==> run_1/final_placement.png <==
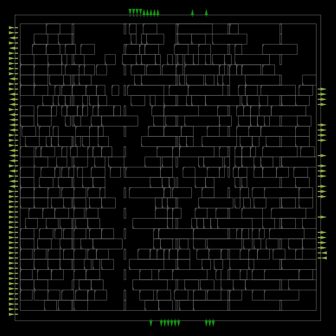
==> run_1/port_nets.png <==
(3 px per µm)
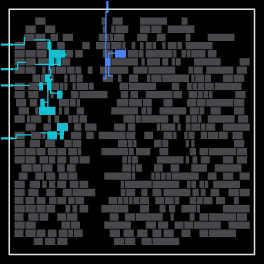
==> run_1/met1.png <==
(6 px per µm) Supply wires on this layer in gray. Cells faint in the background.
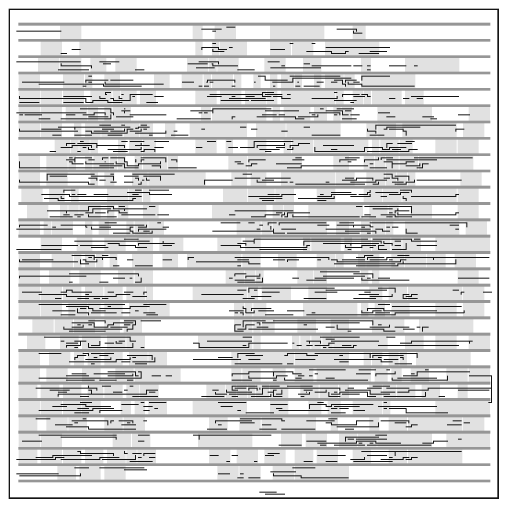
[src/rtl/fwd_stall_unit.sv]
// Operand forwarding (byte-granular) and stall/flush control for the ID stage.
// Latency: forwarding, stall, enables and flush are combinational; MD scoreboard and stall counter are registered.
// Backpressure: id_exe_stall freezes PC/IR and bubbles EXE; flush overrides the PC hold for the exception vector.
module fwd_stall_unit #(
  parameter int NUM_RD  = 2,
  parameter int AW      = 5,
  parameter int BE      = 4,
  parameter int DIV_LAT = 33,
  parameter int MUL_LAT = 2
) (
  input  logic                   clk,
  input  logic                   resetn,
  input  logic [NUM_RD-1:0]      rd_valid,
  input  logic [NUM_RD*AW-1:0]   rd_addr,
  input  logic [AW-1:0]          exe_waddr,
  input  logic [AW-1:0]          mem_waddr,
  input  logic [AW-1:0]          wb_waddr,
  input  logic [BE-1:0]          exe_wen,
  input  logic [BE-1:0]          mem_wen,
  input  logic [BE-1:0]          wb_wen,
  input  logic                   exe_load,
  input  logic                   mem_load,
  input  logic                   id_md_op,
  input  logic                   id_md_div,
  input  logic                   id_hilo_rd,
  input  logic                   exc_req,
  output logic [NUM_RD*BE*2-1:0] fwd_src,
  output logic                   id_exe_stall,
  output logic                   pc_we,
  output logic                   ir_we,
  output logic                   flush,
  output logic                   md_busy,
  output logic [31:0]            stall_cnt
);

  localparam int MAX_LAT = (DIV_LAT > MUL_LAT) ? DIV_LAT : MUL_LAT;
  localparam int CW      = $clog2(MAX_LAT + 1);

  localparam logic [1:0] SRC_RF  = 2'b00;
  localparam logic [1:0] SRC_EXE = 2'b01;
  localparam logic [1:0] SRC_MEM = 2'b10;
  localparam logic [1:0] SRC_WB  = 2'b11;

  logic [CW-1:0] md_cnt_q, md_cnt_d;
  logic          armed_q, armed_d;
  logic [31:0]   stall_cnt_q, stall_cnt_d;
  logic          load_haz;
  logic          md_haz;
  logic          md_issue;

  // Per-port, per-byte source select: nearest stage that actually writes this byte wins.
  always_comb begin
    fwd_src  = '0;
    load_haz = 1'b0;
    for (int p = 0; p < NUM_RD; p++) begin
      for (int b = 0; b < BE; b++) begin
        logic       live;
        logic [1:0] src;
        live = rd_valid[p] && (rd_addr[p*AW +: AW] != '0);
        src  = SRC_RF;
        if (live && (exe_waddr == rd_addr[p*AW +: AW]) && exe_wen[b]) begin
          src = SRC_EXE;
          if (exe_load) load_haz = 1'b1;
        end else if (live && (mem_waddr == rd_addr[p*AW +: AW]) && mem_wen[b]) begin
          src = SRC_MEM;
          if (mem_load) load_haz = 1'b1;
        end else if (live && (wb_waddr == rd_addr[p*AW +: AW]) && wb_wen[b]) begin
          src = SRC_WB;
        end
        fwd_src[(p*BE+b)*2 +: 2] = src;
      end
    end
  end

  // Stall, flush and pipeline enables; flush forces the PC to take the exception vector.
  always_comb begin
    md_busy      = (md_cnt_q != '0);
    md_haz       = (id_md_op | id_hilo_rd) & md_busy;
    id_exe_stall = load_haz | md_haz;
    flush        = exc_req & armed_q;
    pc_we        = ~id_exe_stall | flush;
    ir_we        = ~(id_exe_stall | flush);
    stall_cnt    = stall_cnt_q;
  end

  // Next-state: MD occupancy counter, flush re-arm after exc_req drops, saturating stall counter.
  always_comb begin
    md_issue = id_md_op & ~id_exe_stall & ~flush;
    if (md_issue)
      md_cnt_d = id_md_div ? CW'(DIV_LAT) : CW'(MUL_LAT);
    else if (md_cnt_q != '0)
      md_cnt_d = md_cnt_q - 1'b1;
    else
      md_cnt_d = md_cnt_q;

    if (flush)
      armed_d = 1'b0;
    else if (!exc_req)
      armed_d = 1'b1;
    else
      armed_d = armed_q;

    if (id_exe_stall && (stall_cnt_q != 32'hFFFF_FFFF))
      stall_cnt_d = stall_cnt_q + 32'd1;
    else
      stall_cnt_d = stall_cnt_q;
  end

  // State registers; the divider keeps running across a flush, so only reset clears the counter.
  always_ff @(posedge clk or negedge resetn) begin
    if (!resetn) begin
      md_cnt_q    <= '0;
      armed_q     <= 1'b1;
      stall_cnt_q <= '0;
    end else begin
      md_cnt_q    <= md_cnt_d;
      armed_q     <= armed_d;
      stall_cnt_q <= stall_cnt_d;
    end
  end

endmodule

[config.mk]
export PLATFORM = sky130hd
export DESIGN_NAME = fwd_stall_unit
export DESIGN_NICKNAME = d
export VERILOG_FILES = /design/src/rtl/fwd_stall_unit.sv
export SDC_FILE = /design/constraint.sdc
export NUM_CORES = 1
export LEC_CHECK = 0
export CAP_MARGIN = 30
export CORE_UTILIZATION = 42
export DETAILED_ROUTE_END_ITERATION = 8
export GPL_TIMING_DRIVEN = 0
export PLACE_DENSITY = 0.77
export SLEW_MARGIN = 20
export SYNTH_ARGS = -nofsm -noshare
export SYNTH_HDL_FRONTEND = slang
export SYNTH_SLANG_ARGS = --single-unit
[constraint.sdc]
create_clock -name clk -period 4.76 [get_ports clk]
set_clock_uncertainty 0.15 [all_clocks]
set_input_delay 0.952 -clock clk [delete_from_list [all_inputs] [get_ports clk]]
set_output_delay 0.952 -clock clk [all_outputs]
set_load 0.01 [all_outputs]
==> run summary, run 1 <==
Results of the full flow below.

Run status:
- The flow ran to the end, and the final reports show no timing, DRC or antenna violations.

Critical path:
- The run gives the critical path capture point as pc_we.
- The run gives the worst path required time as 3.66 ns.
- Looking at the reg2reg group, the worst path ends at stall_cnt[25].
- The run gives the timing startpoint of the critical path as exe_waddr[2].
- The critical path crosses 12 cells after its start point.
- The arrival time of data at the worst endpoint is listed as 3.46 ns.
- Listed in order, past its start point the critical path passes clkdlybuf4s50_1, xnor2_1, nand3_1, nor4_4, buf_6, nand2_1, a2111o_1, a311oi_4, buf_6, inv_1, nand2_1, clkdlybuf4s15_1.
- The run gives the reg2reg setup slack as 1.78 ns.
- The worst setup path is launched from an input pin.
- The run gives the launch instance of the worst register-to-register path as stall_cnt[0].

Detailed routing:
- The run puts the wire length on met2 at 3540 µm.
- The run puts the count of vias placed by the detailed router at 2,649.
- The run puts the met3 wire length at 518 µm.
- The run puts the number of DRC violations after detailed routing at 0.
- The run gives the mean number of vias per cell as 5.57.
- The run puts the number of DRC markers in iteration 0 at 106.
- Signal routing reaches up to met4.
- The post-route report lists met1 wire length as 3090 µm.

Synth:
- Synthesis produced a netlist whose cell count is 284.
- The run gives the chip area estimate from yosys synthesis as 2640 µm².
- The run puts the proportion of netlist area held by the largest area contributor at 36.1%.
- The run puts the count of state elements after synthesis at 39.
- The run gives the number of enable-type register cells in the synthesized netlist as 0.
- The run gives the warning count from the yosys run as 0.
- The run puts the mean area per synthesized cell at 9.28 µm².
- The run puts the post-synthesis share of cell area spent on and-or and or-and gates at 9.25%.
- The run puts the post-synthesis instance area at 2640 µm².
- Among all flip-flop cells after synthesis, the most frequent one is sky130_fd_sc_hd__dfrtp_1.

GRT:
- The number of antenna violations at the first check in global routing is 0.
- The first global-routing pass estimated 11,900 µm of wire.
- The run gives the pin count of the biggest net entering global routing as 31.
- Global routing used 40.8% of the available met2 tracks.
- The run gives the overall track demand over capacity in global routing as 23.5%.
- The run gives the final global-route overflow total as 0.
- The run puts the met1 usage at 27.6%.
- The via count of the first global-routing pass came to 2,556.

Final timing:
- The run gives the clock period minus worst slack as 4.56 ns.
- The run puts the worst setup margin at 0.197 ns.
- The worst path uses 95.9% of the clock period.
- The run gives the worst max-slew margin expressed relative to the limit as 60.0%.
- Setup repair after global routing left no endpoint under its margin.

Final layout:
- The run puts the multi-input gate share of total cell area at 41.1%.
- The run puts the area of all placed cells without fillers at 3880 µm².
- The run puts the number of diodes added for antenna fixing at 0.
- Among all cell classes, the greatest summed area belongs to combinational gates.
- The run puts the layout buffering overhead excluding clock cells at 28.4%.
- The layout has 8 inverters outside the clock class.

Pwr:
- The power report attributes to the sequential group a share of 44.1%.
- The internal power of the cells totals 0.709 mW.
- The run puts the share of power burned in combinational logic at 35.6%.
- The run gives the clock network fraction of design power as 20.2%.
- The run puts the switching fraction of total power at 33.4%.
- Of all power groups, the one with the highest power is sequential cells.

Clock network:
- Per the repair_timing log after CTS, setup buffers inserted total 6.
- The run gives the hold-fix buffer count after cts as 0.
- Clock latency on the worst-skew pair, taken at its later pin, is 0.29 ns.
- The run gives the number of sinks driven by the clock tree as 39.
- The run puts the number of H-tree levels at 2.

Die:
- The run gives the effective utilization at floorplan as 44.0%.
- The run gives the overall die height as 81.2 µm.
- The run gives the total number of placement rows as 28.
- The run gives the overall die area as 6600 µm².

Worst hold path:
- The tightest min-delay check is of the flop to flop type.
- The run gives the launch instance of the worst min-delay path as stall_cnt[27].
- The worst hold path terminates at stall_cnt[27].

Run:
- The run gives the number of max-capacitance violations reported as 0.

Place:
- The run puts the placed wire-length estimate after detailed placement at 5690 µm.
- The run gives the post-placement cell area as 3750 µm².
- The run puts the port buffer count at 99.
About final_placement.png:
non-filler cells, final: 476
Flops: 39
fill cell total of the finished layout: 497
Final Core Density: 64.8%
well tap count: 75

About port_nets.png:
- blue: `id_md_op` (bits 1; direction input; end cells 2; buffers 1; wire 35.7 µm)
- cyan: `wb_wen` (bits 4; direction input; end cells 16; buffers 4; wire 108 µm)

About met1.png:
- main direction: horizontal
- wire length on this layer: 3,090 µm
- share of all routed wire: 42%
- nets with wire on the layer: 377

==> run_1/density.png <==
(4 px per µm) 8 x 8 tiles, from dark blue (low) to red (high), 0 to 100% covered.
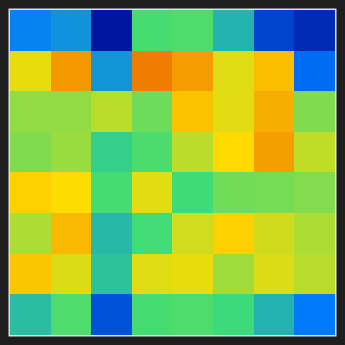

==> run 1 -> run 2 <==
ABC_CLOCK_PERIOD_IN_PS = 4760   (was unset)
GPL_TIMING_DRIVEN = unset   (was 0)
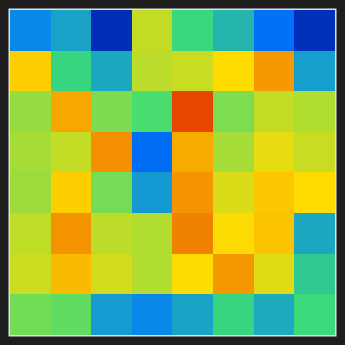
(run_2/density.png)
(4 px per µm) 8 x 8 tiles, from dark blue (low) to red (high), 0 to 100% covered.
- mean over tiles: 59%
- fullest tile: 92%
- tiles over 75% full: 23%

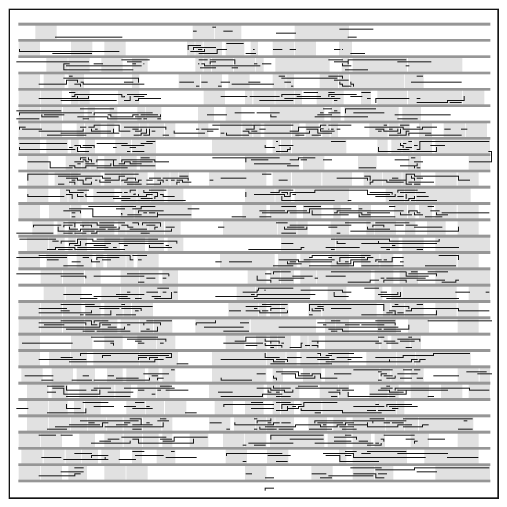
(run_2/met1.png)
(6 px per µm) Supply wires on this layer in gray. Cells faint in the background.
- wire length on this layer: 3,060 µm
- share of all routed wire: 43%
- longest straight run: 19.8 µm
- nets with wire on the layer: 381

==> run 2 against run 1 <==
Count of clock-buffer cells in the layout decreased by 2. Maximum frequency decreased by 2.1%. Via count decreased by 1.7%. Cell count increased by 2.5%. Core utilization increased by 2.1 points. Sequential power about the same. Combinational power about the same. Routed wire length decreased by 3.0%. Largest power group unchanged. Synthesized cell count unchanged. First-iteration DRC count increased by 53%. Sequential share of layout area decreased by 0.80 points.
==> run summary, run 2 <==
Results of the full flow below.

Run status:
- The flow ran to the end, and the final reports show no timing, DRC or antenna violations.

Run:
- The run puts the number of max-capacitance violations reported at 0.

Critical path:
- The STA report counts the stages on the worst setup path as 10.
- The worst setup path is launched from an input pin.
- Data on the critical path arrives at its endpoint at 3.56 ns.
- The run gives the timing startpoint of the critical path as rd_addr[1].
- The run gives the launch instance of the worst register-to-register path as md_cnt_q[0].
- Per the timing report, the most critical flop-to-flop path finishes at stall_cnt[1].
- For flop-to-flop paths, the worst setup slack is 1.72 ns.
- The critical path ends at ir_we.
- The data required time reported for the critical path is 3.66 ns.

Die:
- The run gives the overall die height as 81.2 µm.
- The run gives the total number of placement rows as 28.
- Once the floorplan was initialized, standard cells occupied 44.0% of the core.
- The run puts the count of inserted tapcells at 75.

Clock network:
- The run gives the clock latency of the later-clocked register in the worst-skew pair as 0.29 ns.
- The run gives the count of buffers added by post-CTS timing repair for setup as 2.
- The run puts the number of sinks driven by the clock tree at 39.

Pwr:
- The run gives the switching fraction of total power as 31.2%.
- Of the total power, registers draw 41.5%.
- The run puts the internal cell power at 0.777 mW.
- The run puts the clock network fraction of design power at 25.1%.
- The run gives the group drawing the most power as sequential cells.

Detailed routing:
- The run puts the count of vias placed by the detailed router at 2,603.
- The run gives the mean number of vias per cell as 5.33.
- The run gives the uppermost layer routed as met4.
- In the per-layer summary, the met1 wirelength comes to 3060 µm.

Final layout:
- Multi-input logic gates represent a cell area share of 39.8%.
- The run gives the layout buffering overhead excluding clock cells as 29.8%.
- The run puts the number of diodes added for antenna fixing at 0.
- The run puts the inverter tally of the final layout excluding the clock network at 8.
- The finished layout holds 488 standard cells, fillers aside.
- The number of sequential cells reported for the layout is 39.

Place:
- The run gives the placed wire-length estimate after detailed placement as 5590 µm.

Synth:
- The post-synth count of flops with an enable pin is 0.
- The warning tally printed by Yosys for this design is 0.
- Once synthesis finished, the tally of register bits stood at 39.
- The synthesis report names the predominant flop master as sky130_fd_sc_hd__dfrtp_1.
- For reference, the post-synthesis area per instance comes to 9.28 µm².
- The run gives the post-synthesis share of cell area spent on and-or and or-and gates as 9.25%.

Final timing:
- The run puts the post-layout period usage of the worst path at 97.9%.
- The run gives the worst setup margin as 0.101 ns.
- The run puts the worst max-slew margin expressed relative to the limit at 43.5%.
- After layout, the minimum clock period comes to 4.66 ns.

GRT:
- The run puts the met2 global-route usage at 39.5%.
- The run puts the final global-route overflow total at 0.
- The run puts the number of antenna violations at the first check in global routing at 0.
- Overall routing resource usage recorded by global route was 22.4%.

Worst hold path:
- The run gives the class of the tightest hold or removal check as flop to flop.
- In this run the most critical hold path is launched from stall_cnt[10].
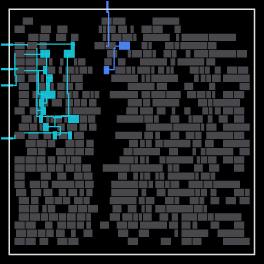
(run_2/port_nets.png)
(3 px per µm)
- cyan: `wb_wen` (bits 4; direction input; end cells 16; buffers 4; wire 180 µm)
- blue: `id_md_op` (bits 1; direction input; end cells 2; buffers 1; wire 24.9 µm)

Power is estimated from default activity; no workload was simulated.
